**config.mk**
```make
export PLATFORM = sky130hd
export DESIGN_NAME = namuru_chan_bus_flat
export DESIGN_NICKNAME = d
export VERILOG_FILES = /design/src/rtl/namuru_chan_bus_if.sv /design/src/rtl/namuru_chan_bus.sv /design/src/flat_wrapper.sv
export SDC_FILE = /design/constraint.sdc
export NUM_CORES = 1
export LEC_CHECK = 0
export CORE_AREA = 2 2 221 223
export CTS_CLUSTER_SIZE = 28
export DETAILED_ROUTE_END_ITERATION = 8
export DIE_AREA = 0 0 223 225
export GPL_TIMING_DRIVEN = 0
export PLACE_DENSITY_LB_ADDON = 0.25
export RECOVER_POWER = 25
export SLEW_MARGIN = 40
export SYNTH_ARGS = -nofsm -noshare
export SYNTH_HDL_FRONTEND = slang
export SYNTH_SLANG_ARGS = --single-unit
```
**constraint.sdc**
```tcl
create_clock -name sys_clk -period 2.1 [get_ports sys_clk]
set_input_delay 0.42 -clock sys_clk [delete_from_list [all_inputs] [get_ports sys_clk]]
set_output_delay 0.42 -clock sys_clk [all_outputs]
set_load 0.05 [all_outputs]
```
**src/rtl/namuru_chan_bus_if.sv**
```systemverilog
// -----------------------------------------------------------------------------
// namuru_chan_bus_if
// WISHBONE classic single-access bus bundle between an SoC master and the
// namuru correlator-array front-end.
//   wb_adr_i  : byte address (bits [1:0] unused by the slave)
//   wb_dat_i  : write data
//   wb_dat_o  : read data, non-zero only while wb_ack_o is high
//   wb_sel_i  : byte enables
//   wb_stb_i  : strobe
//   wb_cyc_i  : cycle (dropping it abandons an outstanding channel access)
//   wb_we_i   : write enable
//   wb_ack_o  : single-cycle acknowledge
// Modports: master drives the request side, slave drives dat_o/ack_o.
// -----------------------------------------------------------------------------
interface namuru_chan_bus_if;
   logic [31:0] wb_adr_i;
   logic [31:0] wb_dat_i;
   logic [31:0] wb_dat_o;
   logic [3:0]  wb_sel_i;
   logic        wb_stb_i;
   logic        wb_cyc_i;
   logic        wb_we_i;
   logic        wb_ack_o;

   modport master (
      output wb_adr_i, wb_dat_i, wb_sel_i, wb_stb_i, wb_cyc_i, wb_we_i,
      input  wb_dat_o, wb_ack_o
   );

   modport slave (
      input  wb_adr_i, wb_dat_i, wb_sel_i, wb_stb_i, wb_cyc_i, wb_we_i,
      output wb_dat_o, wb_ack_o
   );
endinterface

```
**src/rtl/namuru_chan_bus.sv**
```systemverilog
// -----------------------------------------------------------------------------
// namuru_chan_bus
// WISHBONE slave front-end for an array of GPS correlator channels. The word
// address is split into a region (channel number, global window or unmapped)
// and a register index. Channel accesses are forwarded over a one-hot strobe
// and guarded by an ack timeout; global accesses hit STATUS/MASK/ERR/ID.
// Accumulation-dump pulses are latched in STATUS and masked into irq_o.
//
// Ports:
//   sys_clk, sys_rst_n : clock, synchronous active-low reset
//   wb                 : WISHBONE slave bundle (namuru_chan_bus_if.slave)
//   ch_stb_o           : one-hot channel strobe, held for the whole wait
//   ch_we_o/ch_adr_o/ch_sel_o/ch_dat_o : channel request, held with ch_stb_o
//   ch_dat_i           : packed channel read data, channel c at [32c+31:32c]
//   ch_ack_i           : channel acknowledges (only the selected one counts)
//   accum_i            : per-channel accumulation-dump pulses
//   irq_o              : registered |(STATUS & MASK)
// -----------------------------------------------------------------------------
module namuru_chan_bus #(
   parameter int NCHAN     = 12,
   parameter int CHAN_AW   = 4,
   parameter int TO_CYCLES = 15
) (
   input  logic                  sys_clk,
   input  logic                  sys_rst_n,
   namuru_chan_bus_if.slave      wb,
   output logic [NCHAN-1:0]      ch_stb_o,
   output logic                  ch_we_o,
   output logic [CHAN_AW-1:0]    ch_adr_o,
   output logic [3:0]            ch_sel_o,
   output logic [31:0]           ch_dat_o,
   input  logic [32*NCHAN-1:0]   ch_dat_i,
   input  logic [NCHAN-1:0]      ch_ack_i,
   input  logic [NCHAN-1:0]      accum_i,
   output logic                  irq_o
);

   // Region field is wide enough to name every channel plus the global window.
   localparam int CIW = $clog2(NCHAN + 1);
   localparam int AHI = CHAN_AW + CIW + 1;
   localparam logic [CIW-1:0]     GLOB_C     = CIW'(NCHAN);
   localparam logic [7:0]         TO_LOAD    = 8'(TO_CYCLES);
   localparam logic [CHAN_AW-1:0] REG_STATUS = CHAN_AW'(0);
   localparam logic [CHAN_AW-1:0] REG_MASK   = CHAN_AW'(1);
   localparam logic [CHAN_AW-1:0] REG_ERR    = CHAN_AW'(2);
   localparam logic [CHAN_AW-1:0] REG_ID     = CHAN_AW'(3);
   localparam logic [31:0]        ID_VAL     = {16'h4E4D, 8'd0, 8'(NCHAN)};

   typedef enum logic [1:0] {
      S_IDLE    = 2'd0,
      S_CH_WAIT = 2'd1,
      S_ACK     = 2'd2
   } state_t;

   state_t                r_state;
   state_t                w_state_nxt;
   logic                  r_ack;
   logic [31:0]           r_dat;
   logic [NCHAN-1:0]      r_ch_stb;
   logic                  r_ch_we;
   logic [CHAN_AW-1:0]    r_ch_adr;
   logic [3:0]            r_ch_sel;
   logic [31:0]           r_ch_dat;
   logic [CIW-1:0]        r_ch_idx;
   logic [7:0]            r_cnt;
   logic [NCHAN-1:0]      r_status;
   logic [NCHAN-1:0]      r_mask;
   logic [NCHAN-1:0]      r_err;
   logic                  r_irq;

   logic [CHAN_AW+CIW-1:0] w_word;
   logic [CIW-1:0]         w_c;
   logic [CHAN_AW-1:0]     w_r;
   logic                   w_req;
   logic                   w_is_chan;
   logic                   w_is_glob;
   logic [NCHAN-1:0]       w_onehot;
   logic [31:0]            w_ch_rdata;
   logic                   w_ch_ack;
   logic [31:0]            w_glob_rdata;
   logic [31:0]            w_bytemask;
   logic [31:0]            w_mask_merged;
   logic                   w_ack_nxt;
   logic [31:0]            w_dat_nxt;
   logic [NCHAN-1:0]       w_ch_stb_nxt;
   logic                   w_load_ch;
   logic [7:0]             w_cnt_nxt;
   logic [NCHAN-1:0]       w_err_set;
   logic [NCHAN-1:0]       w_status_clr;
   logic [NCHAN-1:0]       w_err_clr;
   logic                   w_mask_wr;
   logic                   w_unused;

   assign w_word    = wb.wb_adr_i[AHI:2];
   assign w_c       = w_word[CHAN_AW+CIW-1:CHAN_AW];
   assign w_r       = w_word[CHAN_AW-1:0];
   assign w_req     = wb.wb_cyc_i & wb.wb_stb_i;
   assign w_is_chan = (w_c < GLOB_C);
   assign w_is_glob = (w_c == GLOB_C);
   // Upper address bits and the byte offset are deliberately ignored.
   assign w_unused  = ^{wb.wb_adr_i[31:AHI+1], wb.wb_adr_i[1:0]};

   assign w_bytemask    = {{8{wb.wb_sel_i[3]}}, {8{wb.wb_sel_i[2]}},
                           {8{wb.wb_sel_i[1]}}, {8{wb.wb_sel_i[0]}}};
   assign w_mask_merged = (32'(r_mask) & ~w_bytemask) | (wb.wb_dat_i & w_bytemask);

   assign wb.wb_ack_o = r_ack;
   assign wb.wb_dat_o = r_dat;
   assign ch_stb_o    = r_ch_stb;
   assign ch_we_o     = r_ch_we;
   assign ch_adr_o    = r_ch_adr;
   assign ch_sel_o    = r_ch_sel;
   assign ch_dat_o    = r_ch_dat;
   assign irq_o       = r_irq;

   // Channel select decode and AND-OR mux of the latched channel's data/ack.
   always_comb begin
      w_onehot   = {NCHAN{1'b0}};
      w_ch_rdata = 32'd0;
      w_ch_ack   = 1'b0;
      for (int i = 0; i < NCHAN; i++) begin
         w_onehot[i] = (w_c == CIW'(i));
         w_ch_rdata  = w_ch_rdata | (ch_dat_i[32*i +: 32] & {32{r_ch_idx == CIW'(i)}});
         w_ch_ack    = w_ch_ack | (ch_ack_i[i] & (r_ch_idx == CIW'(i)));
      end
   end

   // Global window read mux; unmapped regions read as zero.
   always_comb begin
      w_glob_rdata = 32'd0;
      if (w_is_glob) begin
         case (w_r)
            REG_STATUS: w_glob_rdata = 32'(r_status);
            REG_MASK:   w_glob_rdata = 32'(r_mask);
            REG_ERR:    w_glob_rdata = 32'(r_err);
            REG_ID:     w_glob_rdata = ID_VAL;
            default:    w_glob_rdata = 32'd0;
         endcase
      end else begin
         w_glob_rdata = 32'd0;
      end
   end

   // Next-state logic and next values of the bus/channel registers.
   always_comb begin
      w_state_nxt  = r_state;
      w_ack_nxt    = 1'b0;
      w_dat_nxt    = 32'd0;
      w_ch_stb_nxt = r_ch_stb;
      w_load_ch    = 1'b0;
      w_cnt_nxt    = r_cnt;
      w_err_set    = {NCHAN{1'b0}};
      w_status_clr = {NCHAN{1'b0}};
      w_err_clr    = {NCHAN{1'b0}};
      w_mask_wr    = 1'b0;
      case (r_state)
         S_IDLE: begin
            if (w_req && w_is_chan) begin
               w_state_nxt  = S_CH_WAIT;
               w_ch_stb_nxt = w_onehot;
               w_load_ch    = 1'b1;
               w_cnt_nxt    = TO_LOAD;
            end else if (w_req) begin
               w_state_nxt = S_ACK;
               w_ack_nxt   = 1'b1;
               if (wb.wb_we_i && w_is_glob) begin
                  case (w_r)
                     REG_STATUS: w_status_clr = wb.wb_dat_i[NCHAN-1:0];
                     REG_MASK:   w_mask_wr    = 1'b1;
                     REG_ERR:    w_err_clr    = wb.wb_dat_i[NCHAN-1:0];
                     default:    w_mask_wr    = 1'b0;
                  endcase
               end else if (!wb.wb_we_i) begin
                  w_dat_nxt = w_glob_rdata;
               end else begin
                  // Write to an unmapped region: acknowledged and dropped.
                  w_dat_nxt = 32'd0;
               end
            end else begin
               w_state_nxt = S_IDLE;
            end
         end
         S_CH_WAIT: begin
            // Abort wins over a simultaneous ack or timeout: no ack is owed.
            if (!wb.wb_cyc_i) begin
               w_state_nxt  = S_IDLE;
               w_ch_stb_nxt = {NCHAN{1'b0}};
            end else if (w_ch_ack) begin
               w_state_nxt  = S_ACK;
               w_ack_nxt    = 1'b1;
               w_dat_nxt    = r_ch_we ? 32'd0 : w_ch_rdata;
               w_ch_stb_nxt = {NCHAN{1'b0}};
            end else if (r_cnt == 8'd0) begin
               w_state_nxt  = S_ACK;
               w_ack_nxt    = 1'b1;
               w_err_set    = r_ch_stb;
               w_ch_stb_nxt = {NCHAN{1'b0}};
            end else begin
               w_cnt_nxt = r_cnt - 8'd1;
            end
         end
         S_ACK: begin
            w_state_nxt = S_IDLE;
         end
         default: begin
            w_state_nxt  = S_IDLE;
            w_ch_stb_nxt = {NCHAN{1'b0}};
         end
      endcase
   end

   // FSM state register.
   always_ff @(posedge sys_clk) begin
      if (!sys_rst_n) begin
         r_state <= S_IDLE;
      end else begin
         r_state <= w_state_nxt;
      end
   end

   // Bus response, channel request, global registers and interrupt.
   always_ff @(posedge sys_clk) begin
      if (!sys_rst_n) begin
         r_ack    <= 1'b0;
         r_dat    <= 32'd0;
         r_ch_stb <= {NCHAN{1'b0}};
         r_ch_we  <= 1'b0;
         r_ch_adr <= {CHAN_AW{1'b0}};
         r_ch_sel <= 4'd0;
         r_ch_dat <= 32'd0;
         r_ch_idx <= {CIW{1'b0}};
         r_cnt    <= 8'd0;
         r_status <= {NCHAN{1'b0}};
         r_mask   <= {NCHAN{1'b0}};
         r_err    <= {NCHAN{1'b0}};
         r_irq    <= 1'b0;
      end else begin
         r_ack    <= w_ack_nxt;
         r_dat    <= w_dat_nxt;
         r_ch_stb <= w_ch_stb_nxt;
         r_cnt    <= w_cnt_nxt;
         if (w_load_ch) begin
            r_ch_we  <= wb.wb_we_i;
            r_ch_adr <= w_r;
            r_ch_sel <= wb.wb_sel_i;
            r_ch_dat <= wb.wb_dat_i;
            r_ch_idx <= w_c;
         end
         // Set has priority over a same-cycle write-1-to-clear.
         r_status <= (r_status & ~w_status_clr) | accum_i;
         r_err    <= (r_err & ~w_err_clr) | w_err_set;
         if (w_mask_wr) begin
            r_mask <= w_mask_merged[NCHAN-1:0];
         end
         r_irq    <= |(r_status & r_mask);
      end
   end

endmodule

```
**src/flat_wrapper.sv**
```systemverilog
// flat-port wrapper written by rule: the top's interface ports become plain ports
module namuru_chan_bus_flat 
#(
   parameter int NCHAN     = 12,
   parameter int CHAN_AW   = 4,
   parameter int TO_CYCLES = 15
)
  (sys_clk, sys_rst_n, ch_stb_o, ch_we_o, ch_adr_o, ch_sel_o, ch_dat_o, ch_dat_i, ch_ack_i, accum_i, irq_o, wb_wb_adr_i, wb_wb_dat_i, wb_wb_sel_i, wb_wb_stb_i, wb_wb_cyc_i, wb_wb_we_i, wb_wb_dat_o, wb_wb_ack_o);
  namuru_chan_bus_if wb_i ();
  input  logic sys_clk;
  input  logic sys_rst_n;
  output logic [NCHAN-1:0] ch_stb_o;
  output logic ch_we_o;
  output logic [CHAN_AW-1:0] ch_adr_o;
  output logic [3:0] ch_sel_o;
  output logic [31:0] ch_dat_o;
  input  logic [32*NCHAN-1:0] ch_dat_i;
  input  logic [NCHAN-1:0] ch_ack_i;
  input  logic [NCHAN-1:0] accum_i;
  output logic irq_o;
  input wire logic [$bits(wb_i.wb_adr_i)-1:0] wb_wb_adr_i;
  input wire logic [$bits(wb_i.wb_dat_i)-1:0] wb_wb_dat_i;
  input wire logic [$bits(wb_i.wb_sel_i)-1:0] wb_wb_sel_i;
  input wire logic [$bits(wb_i.wb_stb_i)-1:0] wb_wb_stb_i;
  input wire logic [$bits(wb_i.wb_cyc_i)-1:0] wb_wb_cyc_i;
  input wire logic [$bits(wb_i.wb_we_i)-1:0] wb_wb_we_i;
  output wire logic [$bits(wb_i.wb_dat_o)-1:0] wb_wb_dat_o;
  output wire logic [$bits(wb_i.wb_ack_o)-1:0] wb_wb_ack_o;
  assign wb_i.wb_adr_i = wb_wb_adr_i;
  assign wb_i.wb_dat_i = wb_wb_dat_i;
  assign wb_i.wb_sel_i = wb_wb_sel_i;
  assign wb_i.wb_stb_i = wb_wb_stb_i;
  assign wb_i.wb_cyc_i = wb_wb_cyc_i;
  assign wb_i.wb_we_i = wb_wb_we_i;
  assign wb_wb_dat_o = wb_i.wb_dat_o;
  assign wb_wb_ack_o = wb_i.wb_ack_o;
  namuru_chan_bus #(.NCHAN(NCHAN), .CHAN_AW(CHAN_AW), .TO_CYCLES(TO_CYCLES)) u_core (.sys_clk(sys_clk), .sys_rst_n(sys_rst_n), .wb(wb_i), .ch_stb_o(ch_stb_o), .ch_we_o(ch_we_o), .ch_adr_o(ch_adr_o), .ch_sel_o(ch_sel_o), .ch_dat_o(ch_dat_o), .ch_dat_i(ch_dat_i), .ch_ack_i(ch_ack_i), .accum_i(accum_i), .irq_o(irq_o));
endmodule
```
==> impl_metrics.env, run 1 <==
# flow metrics
export IMPL_dieArea_sq_um=50200
export IMPL_layout_nets=1986
export IMPL_cts_made_buffers=17
export IMPL_core_rowCount=80
export IMPL_rsz0062_at_grt="yes"
export IMPL_timing_worst_setup_path_type="reg -> reg"
export IMPL_worst_pin_slew_ps=797
export IMPL_remaining_drc_errors=0
export IMPL_worst_clock_skew_ps=13.6
export IMPL_finalSetupTns_ps=0
export IMPL_fp_nets=1408
export IMPL_synthCells=926
export IMPL_async_reset_ff_frac=0
export IMPL_ff_type="dfxtp_1"
export IMPL_dp_final_hpwl_mm=50.7
export IMPL_clockBufferDepth=2
export IMPL_antenna_found_initial=38
export IMPL_fp_util=0.162
export IMPL_core_area_sq_um=47500
export IMPL_finalClockPeriodUsage=0.984
export IMPL_final_antenna_net_count=0
export IMPL_fmax_ghz=0.484
export IMPL_yosysSeqAreaShare=0.357
export IMPL_ys_cells=926
export IMPL_grt_pass1_vias=10900
export IMPL_port_buffers=540
export IMPL_top_cell_area_share=0.357
export IMPL_synthDistinctLibCells=60
export IMPL_drive_gt1_frac=0.146
export IMPL_p_per_area_nw_per_um2=528
export IMPL_intPower_mw=5.77
export IMPL_die_h_um=225
export IMPL_dr_pass1_iters=5
export IMPL_p_sw_mw=2.46
export IMPL_p_leak_nw=5.64
export IMPL_pwr_share_comb=0.261
export IMPL_peakVddDrop_uv=500
export IMPL_most_common_layout_cells="clkdlybuf4s50_1, dfxtp_1, nand2_1"
export IMPL_fin_crit_ps=2070
export IMPL_hold_class="reg -> reg"
export IMPL_seq_power_share=0.331
export IMPL_overflow=0
export IMPL_grt_max_degree=17
export IMPL_end_kind="register"
export IMPL_fin_hold_ws_ps=453
export IMPL_cts_sinks=137
export IMPL_drv_slew=0
export IMPL_grt_total_usage=0.239
export IMPL_yosys_area_sq_um=7680
export IMPL_startpoint_type="register"
export IMPL_slew_headroom=0.464
export IMPL_cts_hold_buffers=0
export IMPL_drt_iter0_markers=689
export IMPL_hold_viol=0
export IMPL_grt_pass1_wl_mm=83.4
export IMPL_cp_arrival_ps=2460
export IMPL_vias=10600
export IMPL_die_x_um=223
export IMPL_pwr_share_clk=0.408
export IMPL_cap_viol_max_count=0
export IMPL_fin_cells=2159
export IMPL_cts_root_buf="clkbuf_16"
export IMPL_via_per_inst=4.92
export IMPL_crit_required_ps=2500
export IMPL_htree_levels=4
export IMPL_area_growth_pct=103
export IMPL_finalSetupViolCount=0
export IMPL_yosys_area_top_type="dfxtp_1"
export IMPL_placed_cells=2081
export IMPL_clk_pin_slew_ps=70
export IMPL_total_power_mw=8.22
export IMPL_worstSkewPairLatency_ps=480
export IMPL_ys_flops=137
export IMPL_warnings=51
export IMPL_crit_fanout=10
export IMPL_final_core_util=0.328
export IMPL_yosysWarnings=0
export IMPL_outcome="finished clean"
export IMPL_swShare=0.299
export IMPL_syn_area_sq_um=7680
export IMPL_io_pins=568
export IMPL_wire_per_inst_um=28.7
export IMPL_topCellsByArea="dfxtp_1, a22oi_1, nand2_1"
export IMPL_drt_total_wl_mm=61.9
export IMPL_mostFrequentLayoutCell="clkdlybuf4s50_1"
export IMPL_cts_tree="yes"
export IMPL_gp_congestion=0.953
export IMPL_syn_area_per_cell_sq_um=8.30
export IMPL_edf_count=0
==> run 1: final cells by class <==
cell class                      count  area (sq um)
Timing Repair Buffer              561          5490
Antenna cell                       27          67.6
Clock inverter                     15           210
Sequential cell                   137          2750
Clock buffer                       17           425
Buffer                             85           717
Multi-Input combinational cell    684          5080
Fill cell                        5114         32000
Tap cell                          615           769
Inverter                           18          67.6
==> run 1: power by group through the flow <==
stage	Sequential, mW	Combinational, mW	Clock, mW
final	2.72	2.15	3.35
after global routing	2.73	2.25	3.56
after CTS	2.72	2.10	3.45
after detailed placement	2.78	1.97	0
after global placement	2.78	1.96	0
after floorplan	2.91	0.536	0
==> run 1: routing by layer <==
metal,share of wire,vias up,global-route usage
li1,-,4775,-
met1,0.37,5173,0.252
met2,0.51,526,0.426
met3,0.073,137,0.0681
met4,0.052,12,0.137
met5,0.0011,-,0
==> run 1: stage by stage <==
step / setup WS (ps) / area [sq um]
after floorplan: 211 / 7680
after global placement: -1090 / 13900
after detailed placement: -1030 / 13900
after CTS: 0.779 / 15200
after global routing: -7.55 / 15600
final: 34.4 / 15600
==> run 1: cell usage after synthesis (all sizes together), types with 3 or more instances <==
| library cell | instances |
|---|---|
| a22o | 50 |
| and4bb | 6 |
| o21ai | 23 |
| mux2i | 36 |
| nand3 | 15 |
| clkbuf | 48 |
| o21a | 12 |
| nand2 | 129 |
| nand2b | 3 |
| nor4 | 5 |
| a21oi | 69 |
| nand3b | 5 |
| and3 | 14 |
| nor4b | 8 |
| a22oi | 98 |
| a31oi | 14 |
| a311oi | 4 |
| nor3 | 7 |
| buf | 39 |
| nand4 | 26 |
| dfxtp | 137 |
| a221oi | 50 |
| o22ai | 15 |
| nor2 | 42 |
| nor2b | 5 |
| a21boi | 12 |
| inv | 18 |
| a41oi | 4 |
==> run 1: timing repair <==
item | in CTS | in global routing
pin swaps | 14 | 18
endpoints found under the setup margin | 159 | 104
gates resized | 199 | 86
setup buffers | 14 | 6
endpoints found under the hold margin | 0 | 0
cloned | 0 | 1
==> run 1: path summary, 6_finish.rpt <==
| path | start | end | slack, ps | depth (start not counted) |
|---|---|---|---|---|
| worst min register to register | u_core.ch_dat_o[30]$_SDFFE_PN0P_ | u_core.ch_dat_o[30]$_SDFFE_PN0P_ | 450 | 2 |
| worst min-delay path | u_core.ch_dat_o[30]$_SDFFE_PN0P_ | u_core.ch_dat_o[30]$_SDFFE_PN0P_ | 450 | 2 |
| worst max register to register | u_core.r_ch_idx[2]$_SDFFE_PN0P_ | u_core.wb.wb_dat_o[6]$_SDFF_PN0_ | 30 | 9 |
| worst max-delay path | u_core.r_ch_idx[2]$_SDFFE_PN0P_ | u_core.wb.wb_dat_o[6]$_SDFF_PN0_ | 30 | 9 |
==> run 1: worst max-delay path: stages (launching register included) <==
cell and delay, ps:
dfxtp_2 330, buf_6 130, buf_8 150, nor4_4 360, buf_6 200, buf_4 240, a22oi_2 130, nand4_1 210
nor2_2 80, o22ai_1 140
==> run 1: logic make-up after synthesis <==
family	share of synthesized area
simple gates	0.180
compound gates	0.350
mux	0.0498
flops	0.357
fa+ha+maj	0.00163
buf+inv	0.0607
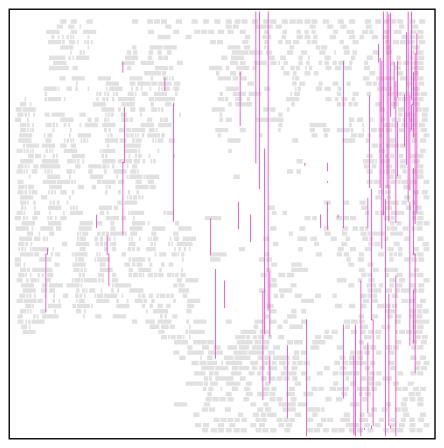
*M4 wires, run 1*
Cells faint in the background.
main direction: vertical
share of all routed wire: 5.2%
longest straight run: 157 um

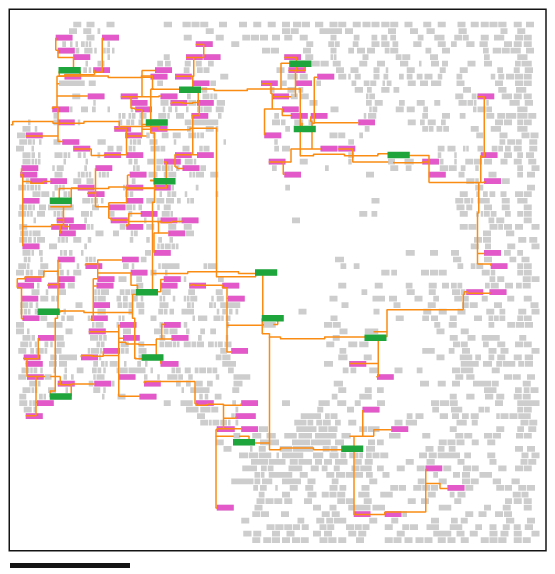
*Routed clock nets over the placement, run 1*
Bar = 50 um.
legend:
  magenta:
    item: flip-flops
    count: 137
  green:
    item: clock drivers
    count: 17
  orange:
    item: clock wires
    length: 2520 um
routed clock nets: 18

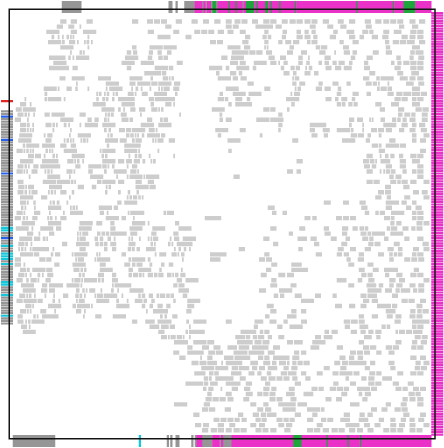
*Ports around the boundary, run 1*
Pins as bars across the die edge, other pins in grey.
legend:
  green:
    port: `wb_wb_dat_o`
    pins: 32
    direction: output
    edge: 24 top, 8 bottom
  magenta:
    port: `ch_dat_i`
    pins: 384
    direction: input
    edge: 164 right, 114 bottom, 106 top
  blue:
    port: `wb_wb_sel_i`
    pins: 4
    direction: input
    edge: left
  cyan:
    port: `ch_stb_o`
    pins: 12
    direction: output
    edge: 11 left, 1 bottom
  red:
    port: `sys_clk`
    pins: 1
    direction: input
    edge: left

==> run 2, diff against run 1 <==
- REMOVE_ABC_BUFFERS: unset -> 1
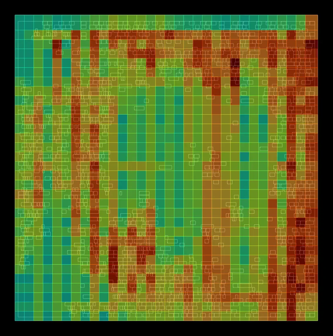
*Track usage over the die, run 2*
global route hottest layer: met2
WL/cell: 27.4 um
M2 GR Usage: 0.382
met3 Resource Use GR: 0.0764

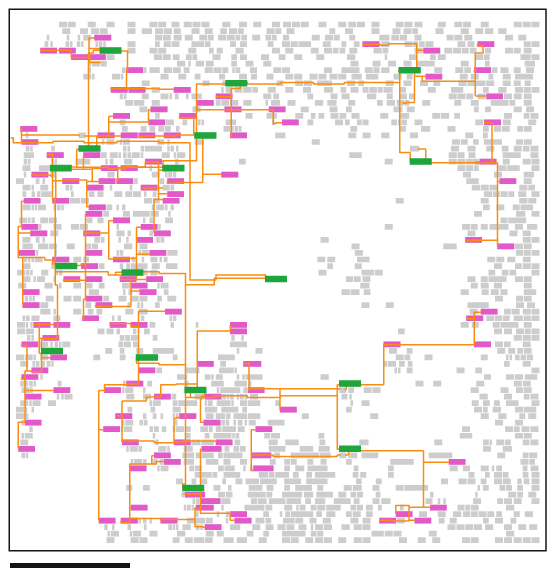
*Routed clock nets over the placement, run 2*
Bar = 50 um.
legend:
  magenta:
    item: flip-flops
    count: 137
  orange:
    item: clock wires
    length: 2730 um
  green:
    item: clock drivers
    count: 17
routed clock nets: 18
flops lie: all over the die

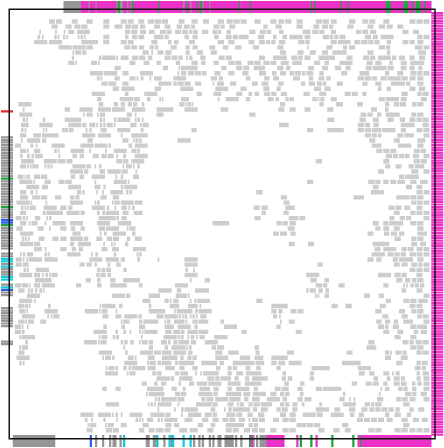
*Ports around the boundary, run 2*
Pins as bars across the die edge, other pins in grey.
legend:
  red:
    port: `sys_clk`
    pins: 1
    direction: input
    edge: left
  cyan:
    port: `ch_stb_o`
    pins: 12
    direction: output
    edge: 6 left, 6 bottom
  blue:
    port: `wb_wb_sel_i`
    pins: 4
    direction: input
    edge: 3 left, 1 bottom
  magenta:
    port: `ch_dat_i`
    pins: 384
    direction: input
    edge: 166 top, 164 right, 54 bottom
  green:
    port: `wb_wb_dat_o`
    pins: 32
    direction: output
    edge: 23 top, 6 bottom, 3 left
all pins by edge: 210 top, 164 right, 123 bottom, 71 left

==> run 2 against run 1 <==
Non-clock buffer count down 5. Combinational power up 3%. Global-route usage down 1.9 points. The run now ends with negative setup slack left. Sequential power about the same. Wire length down 5.3%. Utilization up 0.97 points. Largest power group unchanged. Design area up 3.0%. Highest routed layer unchanged.
==> impl_metrics.env, run 2 <==
# flow metrics
export IMPL_ff_type="dfxtp_1"
export IMPL_setup_ws_ps=-132
export IMPL_syn_area_per_cell_sq_um=8.30
export IMPL_syn_area_sq_um=7680
export IMPL_most_common_layout_cells="clkdlybuf4s50_1, dfxtp_1, nand2_1"
export IMPL_synth_top_cell_by_count="dfxtp_1"
export IMPL_end_kind="register"
export IMPL_warnings=51
export IMPL_finalSetupTns_ps=-1520
export IMPL_max_stage_delay_ps=380
export IMPL_vias=10500
export IMPL_yosys_area_top_type="dfxtp_1"
export IMPL_holdPathStages=3
export IMPL_crit_fanout=7
export IMPL_timing_worst_setup_path_type="reg -> reg"
export IMPL_drv_slew=0
export IMPL_edf_count=0
export IMPL_r2r_end="u_core.r_cnt[1]$_SDFFE_PN0P_"
export IMPL_yosys_top_cells_count="dfxtp_1, nand2_1, a22oi_1"
export IMPL_cts_root_buf="clkbuf_16"
export IMPL_dieArea_sq_um=50200
export IMPL_drt_iter0_markers=754
export IMPL_top_cell_area_share=0.357
export IMPL_fmax_ghz=0.448
export IMPL_core_area_sq_um=47500
export IMPL_min_from="wb_wb_adr_i[6]"
export IMPL_clockBufferDepth=2
export IMPL_grt_total_usage=0.220
export IMPL_slew_headroom=0.490
export IMPL_worst_pin_slew_ps=758
export IMPL_cp_arrival_ps=2600
export IMPL_cts_made_buffers=17
export IMPL_min_to="u_core.r_ch_idx[0]$_SDFFE_PN0P_"
export IMPL_via_per_inst=4.90
export IMPL_async_reset_ff_frac=0
export IMPL_ys_cells=926
export IMPL_grt_pass1_vias=10500
export IMPL_fp_util=0.162
export IMPL_overflow=0
export IMPL_area_growth_pct=109
export IMPL_hold_viol=0
export IMPL_rsz0062_at_grt="yes"
export IMPL_violations="negative setup slack"
export IMPL_clk_pin_slew_ps=70
export IMPL_final_antenna_net_count=0
export IMPL_layout_nets=1984
export IMPL_ys_flops=137
export IMPL_drt_total_wl_mm=58.6
export IMPL_crit_required_ps=2470
export IMPL_port_buffers=543
export IMPL_p_leak_nw=5.98
export IMPL_crit_chain="buf_6 -> buf_12 -> or3b_4 -> a211oi_4 -> buf_4 -> a311oi_4 -> buf_6 -> a31o_4 -> o221a_4"
export IMPL_dp_final_hpwl_mm=44.0
export IMPL_topCellsByArea="dfxtp_1, a22oi_1, nand2_1"
export IMPL_fin_crit_ps=2230
export IMPL_synthCells=926
export IMPL_p_per_area_nw_per_um2=492
export IMPL_outcome="finished with violations"
export IMPL_io_pins=568
export IMPL_finalSetupViolCount=49
export IMPL_r2r_start="u_core.r_ch_idx[2]$_SDFFE_PN0P_"
export IMPL_cts_tree="yes"
export IMPL_htree_levels=4
export IMPL_die_h_um=225
export IMPL_synthDistinctLibCells=60
export IMPL_crit_slowest_cell="or3b_4"
export IMPL_drive_gt1_frac=0.169
export IMPL_grt_pass1_wl_mm=77.5
export IMPL_yosysWarnings=0
export IMPL_finalClockPeriodUsage=1.06
export IMPL_grt_max_degree=46
export IMPL_startpoint_type="register"
export IMPL_yosys_area_sq_um=7680
-- run 2: what timing repair did --
action,in CTS,in global routing
pin swaps,28,40
gates resized,102,106
endpoints found under the setup margin,115,82
buffers inserted,46,10
gates cloned,4,4
-- run 2: layout make-up --
cell class | instances | area, sq um
Multi-Input combinational cell | 687 | 5320
Fill cell | 4913 | 31500
Timing Repair Buffer | 641 | 6540
Inverter | 18 | 72.6
Sequential cell | 137 | 2760
Clock inverter | 14 | 114
Tap cell | 615 | 769
Clock buffer | 18 | 429
Antenna cell | 14 | 35.0
-- run 2: per-layer routing --
layer  up-vias  part of all wire  global-route usage  wire, um
met5         -            0.0037                   0       219
met4        34             0.042               0.108      2460
met3       142             0.082              0.0764      4820
met2       506              0.51               0.382     29700
met1      5061              0.37               0.237     21400
li1       4759                 -                   -         -
-- run 2: worst max path at each step --
stage                                        endpoint  cells past startpoint                            start
global placement    u_core.wb.wb_dat_o[11]$_SDFF_PN0_                      5  u_core.r_ch_idx[1]$_SDFFE_PN0P_
floorplan            u_core.wb.wb_dat_o[3]$_SDFF_PN0_                      4  u_core.r_ch_idx[1]$_SDFFE_PN0P_
finish                   u_core.r_cnt[1]$_SDFFE_PN0P_                      9  u_core.r_ch_idx[2]$_SDFFE_PN0P_
CTS                      u_core.r_cnt[1]$_SDFFE_PN0P_                      9  u_core.r_ch_idx[2]$_SDFFE_PN0P_
global route             u_core.r_cnt[1]$_SDFFE_PN0P_                      9  u_core.r_ch_idx[2]$_SDFFE_PN0P_
detailed placement                           register                      5                   wb_wb_adr_i[2]
-- run 2: cells by family after synthesis --
group           count (synthesis)  synth area share
compound gates                369             0.350
simple gates                  276             0.180
flops                         137             0.357
buf+inv                       105            0.0607
mux                            38            0.0498
fa+ha+maj                       1           0.00163
-- run 2: worst max-delay path, delay by kind of cell (launching register included) --
kind	cells	cell delay (ps)
compound gates	4	810
simple gates	1	380
flops	1	360
buf+inv	4	560
-- run 2: report_power, final --
part           switching [mW]  leakage, nW  internal [mW]
Combinational           0.967         4.59           1.25
Sequential             0.0585         1.12           2.67
Clock                    1.42        0.266           1.53
-- run 2: through the flow --
step	hold slack [ps]	instances	power [mW]	worst slack, ps	area [sq um]
floorplan	447	839	3.39	-1790	7280
global placement	442	1997	4.64	-6230	13500
detailed placement	449	2037	4.72	-1120	14100
CTS	407	2119	7.88	-80.2	15300
global route	354	2144	8.23	-169	16000
finish	330	2144	7.90	-132	16000
==> run 3, diff against run 2 <==
- DONT_BUFFER_PORTS: unset -> 1
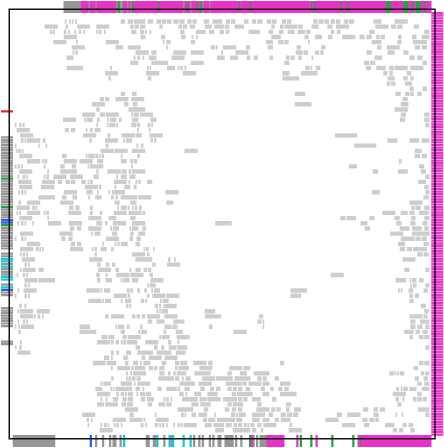
*Ports around the boundary, run 3*
Pins as bars across the die edge, other pins in grey.
legend:
  cyan:
    port: `ch_stb_o`
    pins: 12
    direction: output
    edge: 6 left, 6 bottom
  red:
    port: `sys_clk`
    pins: 1
    direction: input
    edge: left
  magenta:
    port: `ch_dat_i`
    pins: 384
    direction: input
    edge: 166 top, 164 right, 54 bottom
  blue:
    port: `wb_wb_sel_i`
    pins: 4
    direction: input
    edge: 3 left, 1 bottom
  green:
    port: `wb_wb_dat_o`
    pins: 32
    direction: output
    edge: 23 top, 6 bottom, 3 left

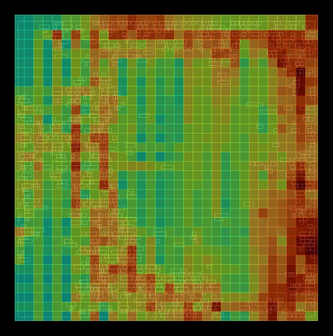
*Track usage over the die, run 3*
GR met1 Demand/Resource: 0.239
WL/cell: 34.8 um

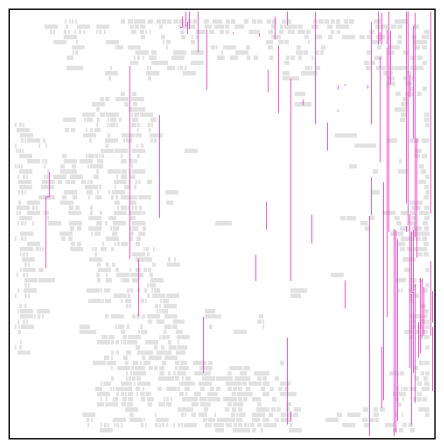
*M4 wires, run 3*
Cells faint in the background.
final WL: 56.1 mm
vias: 8728

==> run 3 against run 2 <==
Sequential power grew 6%. First-iteration DRC count shrank 9.7%. Worst setup slack improved by 26 ps. Utilization is 12 points lower. Total power is 11% lower. Sequential share of layout area grew 8.9 points. Maximum frequency up 1.2%. Non-clock buffer count shrank 534. Combinational power fell by 56%. Critical path type unchanged. The flow still finishes with violations (negative setup slack). Count of clock-buffer cells in the layout is 1 lower. Wire length shrank 4.3%. Critical endpoint is now u_core.wb.wb_dat_o[7]$_SDFF_PN0_.
==> impl_metrics.env, run 3 <==
# flow metrics
export IMPL_ys_flops=137
export IMPL_via_per_inst=5.41
export IMPL_topCellsByArea="dfxtp_1, a22oi_1, nand2_1"
export IMPL_grt_max_degree=46
export IMPL_async_reset_ff_frac=0
export IMPL_core_area_sq_um=47500
export IMPL_antenna_found_initial=30
export IMPL_fillerInstances=5173
export IMPL_warnings=51
export IMPL_synthDistinctLibCells=60
export IMPL_crit_chain="buf_4 -> nor4_4 -> buf_6 -> buf_8 -> buf_6 -> buf_6 -> a22o_1 -> a221oi_2 -> and3_4 -> o22ai_4"
export IMPL_hold_viol=0
export IMPL_worst_clock_skew_ps=12.4
export IMPL_ff_type="dfxtp_1"
export IMPL_port_buffers=0
export IMPL_fin_crit_ps=2210
export IMPL_synthXorXnorAreaFrac=0
export IMPL_ys_cells=926
export IMPL_swShare=0.333
export IMPL_rsz0062_at_grt="yes"
export IMPL_fp_util=0.162
export IMPL_cts_tree="yes"
export IMPL_grt_pass1_wl_mm=71.9
export IMPL_top_logic_kind="AND-OR/OR-AND gates"
export IMPL_cts_root_buf="clkbuf_16"
export IMPL_dp_final_hpwl_mm=40.8
export IMPL_cp_arrival_ps=2610
export IMPL_most_common_layout_cells="dfxtp_1, nand2_1, a22oi_1"
export IMPL_synthSimpleGateAreaFrac=0.180
export IMPL_crit_required_ps=2500
export IMPL_clk_pin_slew_ps=70
export IMPL_die_h_um=225
export IMPL_pwr_share_clk=0.451
export IMPL_p_leak_nw=3.60
export IMPL_yosys_area_top_type="dfxtp_1"
export IMPL_htree_levels=4
export IMPL_fin_cells=1614
export IMPL_seq_power_share=0.409
export IMPL_crit_slowest_cell="nor4_4"
export IMPL_yosys_area_sq_um=7680
export IMPL_fmax_ghz=0.453
export IMPL_violations="negative setup slack"
export IMPL_drv_slew=0
export IMPL_layout_nets=1450
export IMPL_yosysWarnings=0
export IMPL_io_pins=568
export IMPL_finalClockPeriodUsage=1.05
export IMPL_p_per_area_nw_per_um2=668
export IMPL_syn_area_per_cell_sq_um=8.30
export IMPL_worst_pin_slew_ps=825
export IMPL_seqCellArea_sq_um=2760
export IMPL_dieArea_sq_um=50200
export IMPL_remaining_drc_errors=0
export IMPL_crit_fanout=8
export IMPL_fa_ha_area_frac=0.00163
export IMPL_pwr_share_comb=0.140
export IMPL_clockBufferDepth=2
export IMPL_placed_cells=1490
export IMPL_slew_headroom=0.449
export IMPL_drt_iter0_markers=681
export IMPL_mi_logic_area_sq_um=5130
export IMPL_grt_pass1_vias=8233
export IMPL_yosysSeqAreaShare=0.357
export IMPL_outcome="finished with violations"
export IMPL_dr_pass1_iters=6
export IMPL_synthCells=926
export IMPL_mux_share=0.0498
export IMPL_yosys_top_cells_count="dfxtp_1, nand2_1, a22oi_1"
export IMPL_top_cell_area_share=0.357
export IMPL_edf_count=0
export IMPL_compound_area_frac=0.350
export IMPL_ff2ff_setup_slack_ps=-110
export IMPL_synth_top_cell_by_count="dfxtp_1"
export IMPL_finalSetupViolCount=41
export IMPL_max_stage_delay_ps=430
export IMPL_startpoint_type="register"
export IMPL_intPower_mw=4.70
export IMPL_drive_gt1_frac=0.248
export IMPL_setup_ws_ps=-106
export IMPL_end_kind="register"
export IMPL_p_sw_mw=2.34
export IMPL_cts_made_buffers=17
export IMPL_cts_hold_buffers=0
export IMPL_area_growth_pct=37.2
export IMPL_final_antenna_net_count=0
export IMPL_overflow=0
export IMPL_mostFrequentLayoutCell="dfxtp_1"
export IMPL_syn_area_sq_um=7680
export IMPL_cts_sinks=137
export IMPL_timing_worst_setup_path_type="reg -> reg"
export IMPL_gp_congestion=0.910
export IMPL_grt_total_usage=0.212
==> run 3: cell counts after synthesis <==
No cell type changed its count.
==> run 3: worst paths after layout <==
kind	startpoint	endpoint	cells after the start
setup / recovery	u_core.r_ch_idx[1]$_SDFFE_PN0P_	u_core.wb.wb_dat_o[7]$_SDFF_PN0_	10
hold / removal	accum_i[3]	u_core.r_status[3]$_SDFF_PN0_	1
setup reg to reg	u_core.r_ch_idx[1]$_SDFFE_PN0P_	u_core.wb.wb_dat_o[7]$_SDFF_PN0_	10
hold reg to reg	u_core.r_err[8]$_SDFF_PN0_	u_core.r_err[8]$_SDFF_PN0_	2
==> run 3: stage by stage <==
step / hold WS [ps] / power (mW) / setup WS (ps) / TNS, ps / cell area [sq um]
global placement: 466 / 3.62 / -5810 / -260900 / 8050
CTS: 13.2 / 7.08 / -53.5 / -227 / 10000
detailed placement: 471 / 3.70 / -1040 / -42260 / 8570
floorplan: 447 / 3.39 / -1790 / -60340 / 7280
global route: 27.9 / 7.34 / -105 / -3840 / 10500
finish: 56.5 / 7.04 / -106 / -1250 / 10500
==> run 3: layout make-up <==
| type | instances | share of cell area |
|---|---|---|
| multi-input combinational | 687 | 0.487 |
| sequential | 137 | 0.262 |
| timing repair buffer | 107 | 0.111 |
| tap | 615 | 0.0730 |
| clock buffer | 17 | 0.0404 |
| clock inverter | 15 | 0.0166 |
| inverter | 18 | 0.00665 |
| antenna | 18 | 0.00427 |
==> run 3: worst max-delay path: cells and delay by family, from the launching register on <==
family,cells,cell delay [ps]
buf+inv,5,750
simple gates,2,630
flops,1,370
compound gates,3,370
==> run 3: metal layers <==
metal,GRT usage,wire length (um),part of all wire
met4,0.107,2830,0.050
met3,0.0825,5570,0.099
met2,0.348,26500,0.47
met5,0,71,0.0013
met1,0.239,21100,0.38
==> run 3: what timing repair did <==
item                       4_1_cts  5_1_grt
cloned                           4        2
resized                         94       49
pin swaps                       21       16
setup endpoints to repair       75       71
setup buffers                   55       18
==> run 3: power by group through the flow <==
stage          sequential [mW]  combinational, mW  clock, mW
6_report                  2.88              0.987       3.18
5_1_grt                   2.89               1.06       3.39
4_1_cts                   2.88              0.912       3.29
3_5_place_dp              2.95              0.743          0
3_3_place_gp              2.95              0.675          0
2_1_floorplan             2.92              0.467          0
==> run 3: logic make-up (layout without fill, tap and decap cells) <==
family / count (synthesis) / in the layout
adder cells (fa/ha/maj): 1 / 1
flip-flops: 137 / 137
AND-OR/OR-AND: 369 / 369
other: 0 / 18
AND/OR/NAND/NOR: 276 / 279
multiplexers: 38 / 38
buffers and inverters: 105 / 157
No activity file was given, so power comes from the tool's default toggle rates.
